--- src/rtl/maze_mem_arbiter_pkg.sv ---
// Shared types and widths for the maze memory arbiter: coordinate/data widths,
// arbiter state encoding and the {y,x} cell address helper.
package maze_arb_pkg;

  localparam int unsigned COORD_W = 4;
  localparam int unsigned DATA_W  = 1;
  localparam int unsigned ADDR_W  = 2 * COORD_W;

  typedef enum logic {
    ARB   = 1'b0,
    LOCK1 = 1'b1
  } arb_state_e;

  function automatic logic [ADDR_W-1:0] cell_addr(input logic [COORD_W-1:0] x,
                                                  input logic [COORD_W-1:0] y);
    return {y, x};
  endfunction

endpackage

--- src/rtl/maze_mem_arbiter_if.sv ---
// Bus bundle between the two maze requesters, the arbiter and the maze RAM.
// master = requesters plus RAM (environment side), slave = the arbiter.
interface maze_mem_arbiter_if;
  import maze_arb_pkg::*;

  logic                r0_req;
  logic                r0_we;
  logic [COORD_W-1:0]  r0_x;
  logic [COORD_W-1:0]  r0_y;
  logic [DATA_W-1:0]   r0_wdata;
  logic                r0_gnt;
  logic                r0_rvalid;
  logic [DATA_W-1:0]   r0_rdata;

  logic                r1_req;
  logic                r1_we;
  logic [COORD_W-1:0]  r1_x;
  logic [COORD_W-1:0]  r1_y;
  logic [DATA_W-1:0]   r1_wdata;
  logic                r1_gnt;
  logic                r1_rvalid;
  logic [DATA_W-1:0]   r1_rdata;
  logic                r1_lock;

  logic                locked;

  logic                mem_en;
  logic                mem_we;
  logic [ADDR_W-1:0]   mem_addr;
  logic [DATA_W-1:0]   mem_wdata;
  logic [DATA_W-1:0]   mem_rdata;

  modport master (
    output r0_req, r0_we, r0_x, r0_y, r0_wdata,
    output r1_req, r1_we, r1_x, r1_y, r1_wdata, r1_lock,
    output mem_rdata,
    input  r0_gnt, r0_rvalid, r0_rdata,
    input  r1_gnt, r1_rvalid, r1_rdata,
    input  locked,
    input  mem_en, mem_we, mem_addr, mem_wdata
  );

  modport slave (
    input  r0_req, r0_we, r0_x, r0_y, r0_wdata,
    input  r1_req, r1_we, r1_x, r1_y, r1_wdata, r1_lock,
    input  mem_rdata,
    output r0_gnt, r0_rvalid, r0_rdata,
    output r1_gnt, r1_rvalid, r1_rdata,
    output locked,
    output mem_en, mem_we, mem_addr, mem_wdata
  );

endinterface

--- src/rtl/maze_mem_arbiter_pick.sv ---
// Two-way combinational picker returning a one-hot grant (bit 0 = port 0).
// Ties go to the port not granted last when rr_en_i is set, else to port 0.
module maze_arb_pick (
  input  logic       req0_i,
  input  logic       req1_i,
  input  logic       last_i,
  input  logic       rr_en_i,
  output logic [1:0] gnt_c_o
);

  always_comb begin
    gnt_c_o = 2'b00;
    if (req0_i && req1_i) begin
      // last_i = 1 means port 1 was granted most recently
      gnt_c_o = (rr_en_i && !last_i) ? 2'b10 : 2'b01;
    end else if (req0_i) begin
      gnt_c_o = 2'b01;
    end else if (req1_i) begin
      gnt_c_o = 2'b10;
    end
  end

endmodule

--- src/rtl/maze_mem_arbiter.sv ---
// Shares the single-port maze RAM between the rat datapath (port 0) and the host
// (port 1, with bulk-load lock). Define MAZE_ARB_RR_EN for round-robin tie-break.
module maze_mem_arbiter (
  input  logic             CLK,
  input  logic             RST,
  maze_mem_arbiter_if.slave bus
);
  import maze_arb_pkg::*;

  arb_state_e  state_q, state_d;
  logic        rvalid0_q, rvalid0_d;
  logic        rvalid1_q, rvalid1_d;
  logic        gnt0_c, gnt1_c;
  logic [1:0]  pick_c;
  logic        last_w;
  logic        rr_en_w;
  logic        rvalid0_w, rvalid1_w;

`ifdef MAZE_ARB_RR_EN
  logic last_q, last_d;

  assign rr_en_w = 1'b1;
  assign last_w  = last_q;

  // Remembers which port won the most recent grant.
  always_ff @(posedge CLK) begin
    if (RST) begin
      last_q <= 1'b1;
    end else begin
      last_q <= last_d;
    end
  end

  always_comb begin
    last_d = last_q;
    if (gnt0_c || gnt1_c) begin
      last_d = gnt1_c;
    end
  end
`else
  assign rr_en_w = 1'b0;
  assign last_w  = 1'b1;
`endif

  maze_arb_pick u_pick (
    .req0_i  (bus.r0_req),
    .req1_i  (bus.r1_req),
    .last_i  (last_w),
    .rr_en_i (rr_en_w),
    .gnt_c_o (pick_c)
  );

  always_ff @(posedge CLK) begin
    if (RST) begin
      state_q   <= ARB;
      rvalid0_q <= 1'b0;
      rvalid1_q <= 1'b0;
    end else begin
      state_q   <= state_d;
      rvalid0_q <= rvalid0_d;
      rvalid1_q <= rvalid1_d;
    end
  end

  always_comb begin
    state_d = state_q;
    gnt0_c  = 1'b0;
    gnt1_c  = 1'b0;
    if (!RST) begin
      case (state_q)
        ARB: begin
          gnt0_c = pick_c[0];
          gnt1_c = pick_c[1];
          if (pick_c[1] && bus.r1_lock) begin
            state_d = LOCK1;
          end
        end
        LOCK1: begin
          // Dropping the lock hands this very cycle back to normal arbitration
          if (bus.r1_lock) begin
            gnt1_c = bus.r1_req;
          end else begin
            gnt0_c  = pick_c[0];
            gnt1_c  = pick_c[1];
            state_d = ARB;
          end
        end
        default: begin
          state_d = ARB;
        end
      endcase
    end
    rvalid0_d = gnt0_c & ~bus.r0_we;
    rvalid1_d = gnt1_c & ~bus.r1_we;
  end

  // Memory port mux: the granted requester drives address and data.
  always_comb begin
    bus.mem_we    = 1'b0;
    bus.mem_addr  = '0;
    bus.mem_wdata = '0;
    if (gnt0_c) begin
      bus.mem_we    = bus.r0_we;
      bus.mem_addr  = cell_addr(bus.r0_x, bus.r0_y);
      bus.mem_wdata = bus.r0_wdata;
    end else if (gnt1_c) begin
      bus.mem_we    = bus.r1_we;
      bus.mem_addr  = cell_addr(bus.r1_x, bus.r1_y);
      bus.mem_wdata = bus.r1_wdata;
    end
  end

  // Responses are suppressed while reset is held so nothing leaks across it.
  assign rvalid0_w = rvalid0_q & ~RST;
  assign rvalid1_w = rvalid1_q & ~RST;

  assign bus.mem_en    = gnt0_c | gnt1_c;
  assign bus.r0_gnt    = gnt0_c;
  assign bus.r1_gnt    = gnt1_c;
  assign bus.r0_rvalid = rvalid0_w;
  assign bus.r1_rvalid = rvalid1_w;
  assign bus.r0_rdata  = rvalid0_w ? bus.mem_rdata : '0;
  assign bus.r1_rdata  = rvalid1_w ? bus.mem_rdata : '0;
  assign bus.locked    = (state_q == LOCK1);

endmodule

--- src/flat_wrapper.sv ---
// flat-port wrapper written by rule: the top's interface ports become plain ports
module maze_mem_arbiter_flat import maze_arb_pkg::*;
  (CLK, RST, bus_r0_req, bus_r0_we, bus_r0_x, bus_r0_y, bus_r0_wdata, bus_r1_req, bus_r1_we, bus_r1_x, bus_r1_y, bus_r1_wdata, bus_r1_lock, bus_mem_rdata, bus_r0_gnt, bus_r0_rvalid, bus_r0_rdata, bus_r1_gnt, bus_r1_rvalid, bus_r1_rdata, bus_locked, bus_mem_en, bus_mem_we, bus_mem_addr, bus_mem_wdata);
  maze_mem_arbiter_if bus_i ();
  input  logic CLK;
  input  logic RST;
  input wire logic [$bits(bus_i.r0_req)-1:0] bus_r0_req;
  input wire logic [$bits(bus_i.r0_we)-1:0] bus_r0_we;
  input wire logic [$bits(bus_i.r0_x)-1:0] bus_r0_x;
  input wire logic [$bits(bus_i.r0_y)-1:0] bus_r0_y;
  input wire logic [$bits(bus_i.r0_wdata)-1:0] bus_r0_wdata;
  input wire logic [$bits(bus_i.r1_req)-1:0] bus_r1_req;
  input wire logic [$bits(bus_i.r1_we)-1:0] bus_r1_we;
  input wire logic [$bits(bus_i.r1_x)-1:0] bus_r1_x;
  input wire logic [$bits(bus_i.r1_y)-1:0] bus_r1_y;
  input wire logic [$bits(bus_i.r1_wdata)-1:0] bus_r1_wdata;
  input wire logic [$bits(bus_i.r1_lock)-1:0] bus_r1_lock;
  input wire logic [$bits(bus_i.mem_rdata)-1:0] bus_mem_rdata;
  output wire logic [$bits(bus_i.r0_gnt)-1:0] bus_r0_gnt;
  output wire logic [$bits(bus_i.r0_rvalid)-1:0] bus_r0_rvalid;
  output wire logic [$bits(bus_i.r0_rdata)-1:0] bus_r0_rdata;
  output wire logic [$bits(bus_i.r1_gnt)-1:0] bus_r1_gnt;
  output wire logic [$bits(bus_i.r1_rvalid)-1:0] bus_r1_rvalid;
  output wire logic [$bits(bus_i.r1_rdata)-1:0] bus_r1_rdata;
  output wire logic [$bits(bus_i.locked)-1:0] bus_locked;
  output wire logic [$bits(bus_i.mem_en)-1:0] bus_mem_en;
  output wire logic [$bits(bus_i.mem_we)-1:0] bus_mem_we;
  output wire logic [$bits(bus_i.mem_addr)-1:0] bus_mem_addr;
  output wire logic [$bits(bus_i.mem_wdata)-1:0] bus_mem_wdata;
  assign bus_i.r0_req = bus_r0_req;
  assign bus_i.r0_we = bus_r0_we;
  assign bus_i.r0_x = bus_r0_x;
  assign bus_i.r0_y = bus_r0_y;
  assign bus_i.r0_wdata = bus_r0_wdata;
  assign bus_i.r1_req = bus_r1_req;
  assign bus_i.r1_we = bus_r1_we;
  assign bus_i.r1_x = bus_r1_x;
  assign bus_i.r1_y = bus_r1_y;
  assign bus_i.r1_wdata = bus_r1_wdata;
  assign bus_i.r1_lock = bus_r1_lock;
  assign bus_i.mem_rdata = bus_mem_rdata;
  assign bus_r0_gnt = bus_i.r0_gnt;
  assign bus_r0_rvalid = bus_i.r0_rvalid;
  assign bus_r0_rdata = bus_i.r0_rdata;
  assign bus_r1_gnt = bus_i.r1_gnt;
  assign bus_r1_rvalid = bus_i.r1_rvalid;
  assign bus_r1_rdata = bus_i.r1_rdata;
  assign bus_locked = bus_i.locked;
  assign bus_mem_en = bus_i.mem_en;
  assign bus_mem_we = bus_i.mem_we;
  assign bus_mem_addr = bus_i.mem_addr;
  assign bus_mem_wdata = bus_i.mem_wdata;
  maze_mem_arbiter u_core (.CLK(CLK), .RST(RST), .bus(bus_i));
endmodule
--- config.mk ---
export PLATFORM = sky130hd
export DESIGN_NAME = maze_mem_arbiter_flat
export DESIGN_NICKNAME = d
export VERILOG_FILES = /design/src/rtl/maze_mem_arbiter_pkg.sv /design/src/rtl/maze_mem_arbiter_if.sv /design/src/rtl/maze_mem_arbiter_pick.sv /design/src/rtl/maze_mem_arbiter.sv /design/src/flat_wrapper.sv
export SDC_FILE = /design/constraint.sdc
export NUM_CORES = 1
export LEC_CHECK = 0
export ABC_CLOCK_PERIOD_IN_PS = 1000
export CAP_MARGIN = 20
export CORE_MARGIN = 2
export CORE_UTILIZATION = 26
export DETAILED_ROUTE_END_ITERATION = 12
export HOLD_SLACK_MARGIN = 0.12
export MAX_ROUTING_LAYER = met4
export PLACE_DENSITY = 0.74
export SLEW_MARGIN = 0
export SYNTH_ARGS = -nofsm -noshare
export SYNTH_HDL_FRONTEND = slang
export SYNTH_SLANG_ARGS = --single-unit
--- constraint.sdc ---
create_clock -name CLK -period 1 [get_ports CLK]
set_input_delay 0.15 -clock CLK [delete_from_list [all_inputs] [get_ports CLK]]
set_output_delay 0.15 -clock CLK [all_outputs]
set_load 0.1 [all_outputs]
Fig. 1: clock distribution
Scale bar: 10 um.
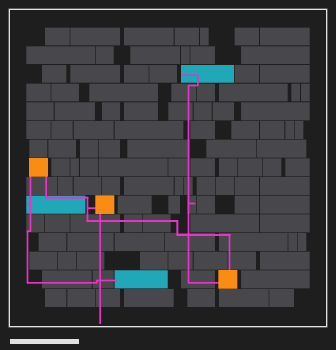
[clock drivers] orange | count: 3
[flip-flops] cyan | count: 3
[clock wires] magenta | length: 138 um
routed clock nets: 4

Fig. 2: layout detail
Scale bar: 10 um. Region (11, 20) to (36, 45) um. Cells in grey, sequential cells in the stronger grey; small squares are vias.
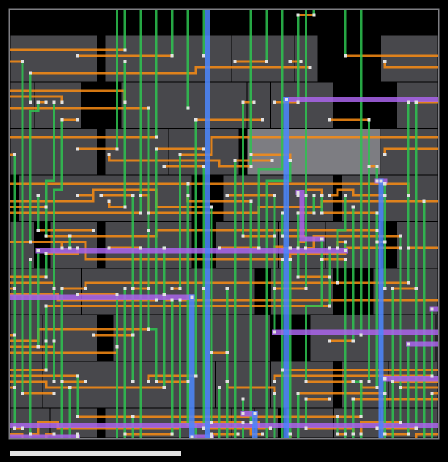
| layer | colour |
|---|---|
| metal 2 | green |
| metal 4 | blue |
| metal 3 | purple |
| metal 1 | orange |
cells with their middle in the window: 45
sequential cells in the window: 1
most frequent: clkdlybuf4s50_1 (11), nand3b_1 (6), buf_12 (6)
netlist names of flops here include: `u_core.rvalid0_q` (1)

Fig. 3: cell outlines without signal wires
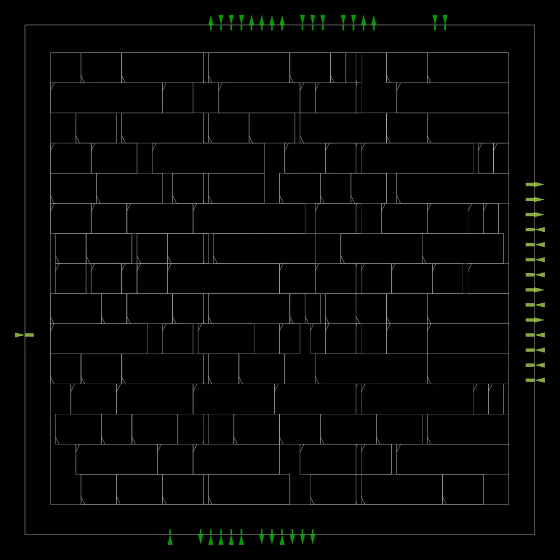
# fillers: 62
flop count: 3
final design utilization: 0.902

Fig. 4: wiring heat map
The die is cut into 9 by 9 equal tiles; dark blue is low, red is high, scaled to the fullest tile. Values are wire area over tile area, all layers added.
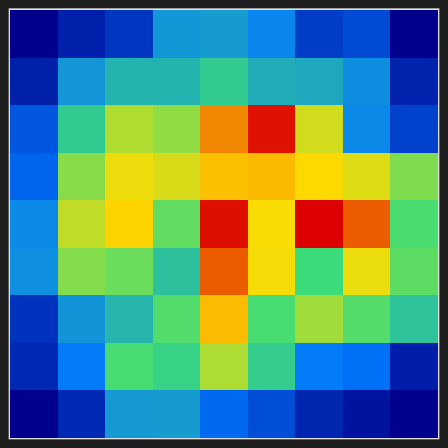
tiles over half the peak: 42%
mean over tiles: 0.24
fullest tile: 0.56
nearly empty tiles: 4.9%

[registers in the layout, indices dropped and copies added (netlist names)]
name,count
u_core.bus.locked,1
u_core.rvalid0_q,1
u_core.rvalid1_q,1
[final timing paths]
path	endpoint	slack [ps]
hold reg to reg	u_core.rvalid0_q	760
setup reg to reg	u_core.bus.locked	-30
setup / recovery	bus_mem_en	-470
hold / removal	u_core.bus.locked	450
[cells by family (layout without fill, tap and decap cells)]
group | after synthesis | in the layout | share of synthesized area
AND/OR/NAND/NOR | 22 | 24 | 0.332
buffers and inverters | 16 | 77 | 0.174
AND-OR/OR-AND | 13 | 13 | 0.362
flip-flops | 3 | 3 | 0.131
[metrics by stage]
stage,utilization,std cells,hold WS [ps]
after global routing,0.902,134,462
final,0.902,134,453
after detailed placement,0.793,121,638
after global placement,0.793,121,622
after CTS,0.879,132,422
after floorplan,-,54,229
[final cells by class]
class | count | area, um^2 | area share
flip-flops and latches | 3 | 66.3 | 0.0435
clock buffers | 4 | 26.3 | 0.0172
multi-input cells | 37 | 544 | 0.357
inverters | 11 | 41.3 | 0.0271
well taps | 17 | 21.3 | 0.0140
repair buffers | 62 | 825 | 0.541
[metal layers]
| metal | wire length, um | vias up |
|---|---|---|
| li1 | - | 322 |
| met2 | 1710 | 35 |
| met3 | 230 | 10 |
| met4 | 99 | 0 |
| met5 | 0 | - |
| met1 | 1120 | 366 |
[report_power, final]
part	switching, mW	internal [mW]	leakage [nW]	total, mW
sequential	0.00432	0.123	0.0261	0.128
combinational	0.485	0.381	0.576	0.866
clock	0.0979	0.152	0.0150	0.250
total	0.587	0.656	0.618	1.24
[worst register-to-register path, delay by kind of cell, from the launching register on]
kind | cells | cell delay (ps)
buffers and inverters | 3 | 360
DFF | 1 | 360
AOI/OAI and AO/OA | 1 | 200
==> flow_summary_export.csv <==
group,metric,value,unit
clock_tree,cts_setup_buffers,3,
yosys,area_leaders,"o32ai_2 (25%), nand3b_1 (16%), dfxtp_1 (13%), inv_1 (9.0%), o32ai_1 (5.7%)",
yosys,ys_async_sr_fraction,0,
yosys,synth.largest_area_cell,"o32ai_2",
worst_setup_path,crit_slowest_cell,"dfxtp_4",
finish,drive_gt1_frac,0.590,
yosys,synth_warnings,0,
grt,grt-ovfl-total,0,
timing,setup_tns,-6790,ps
worst_setup_path,cp.buffers_inverters,2,
yosys,yosysMostFrequentCell,"inv_1",
routing,vias_per_cell,5.47,
routing,route.vias.total,733,
placed_design,port_buffers,43,
routing,wl_per_cell,23.5,um
pwr,power_leakage,0.618,nW
yosys,top_cells_by_count,"inv_1 (11), nand3b_1 (10), o32ai_2 (7)",
worst_setup_path,slowest_delay,360,ps
worst_setup_path,r2r-start,"u_core.bus.locked",
status,status,"finished with violations",
yosys,syn_inst,54,
finish,area_delta_synth_final,232,%
timing,fin_crit_sh,1.47,
timing,rsz0062_at_grt,"true",
status,violations,"negative setup slack",
clock_tree,cts_htree_levels,1,
routing,first_pass_iters,4,
timing,hold_viol_final,0,
finish,nNetsFinal,144,
clock_tree,cts_buffers,3,
floorplan,chipArea,2120,um^2
timing,finalWorstSetupSlack,-474,ps
timing,skew,6.19,ps
timing,clock.fmax,678,MHz
routing,drc,0,
floorplan,die_h,46.0,um
worst_setup_path,path_depth,4,
pwr,p_per_area,816,nW/um^2
clock_tree,clk_latency,260,ps
clock_tree,cts.clk_slew.worst_paths,40,ps
yosys,ys_seq_frac,0.131,
yosys,ys_area,459,um^2
routing,ant_nets,0,
grt,grt_pass1_vias,840,
timing,finalSetupViolations,20,
placed_design,place_area,1340,um^2
No activity file was given, so power comes from the tool's default toggle rates.
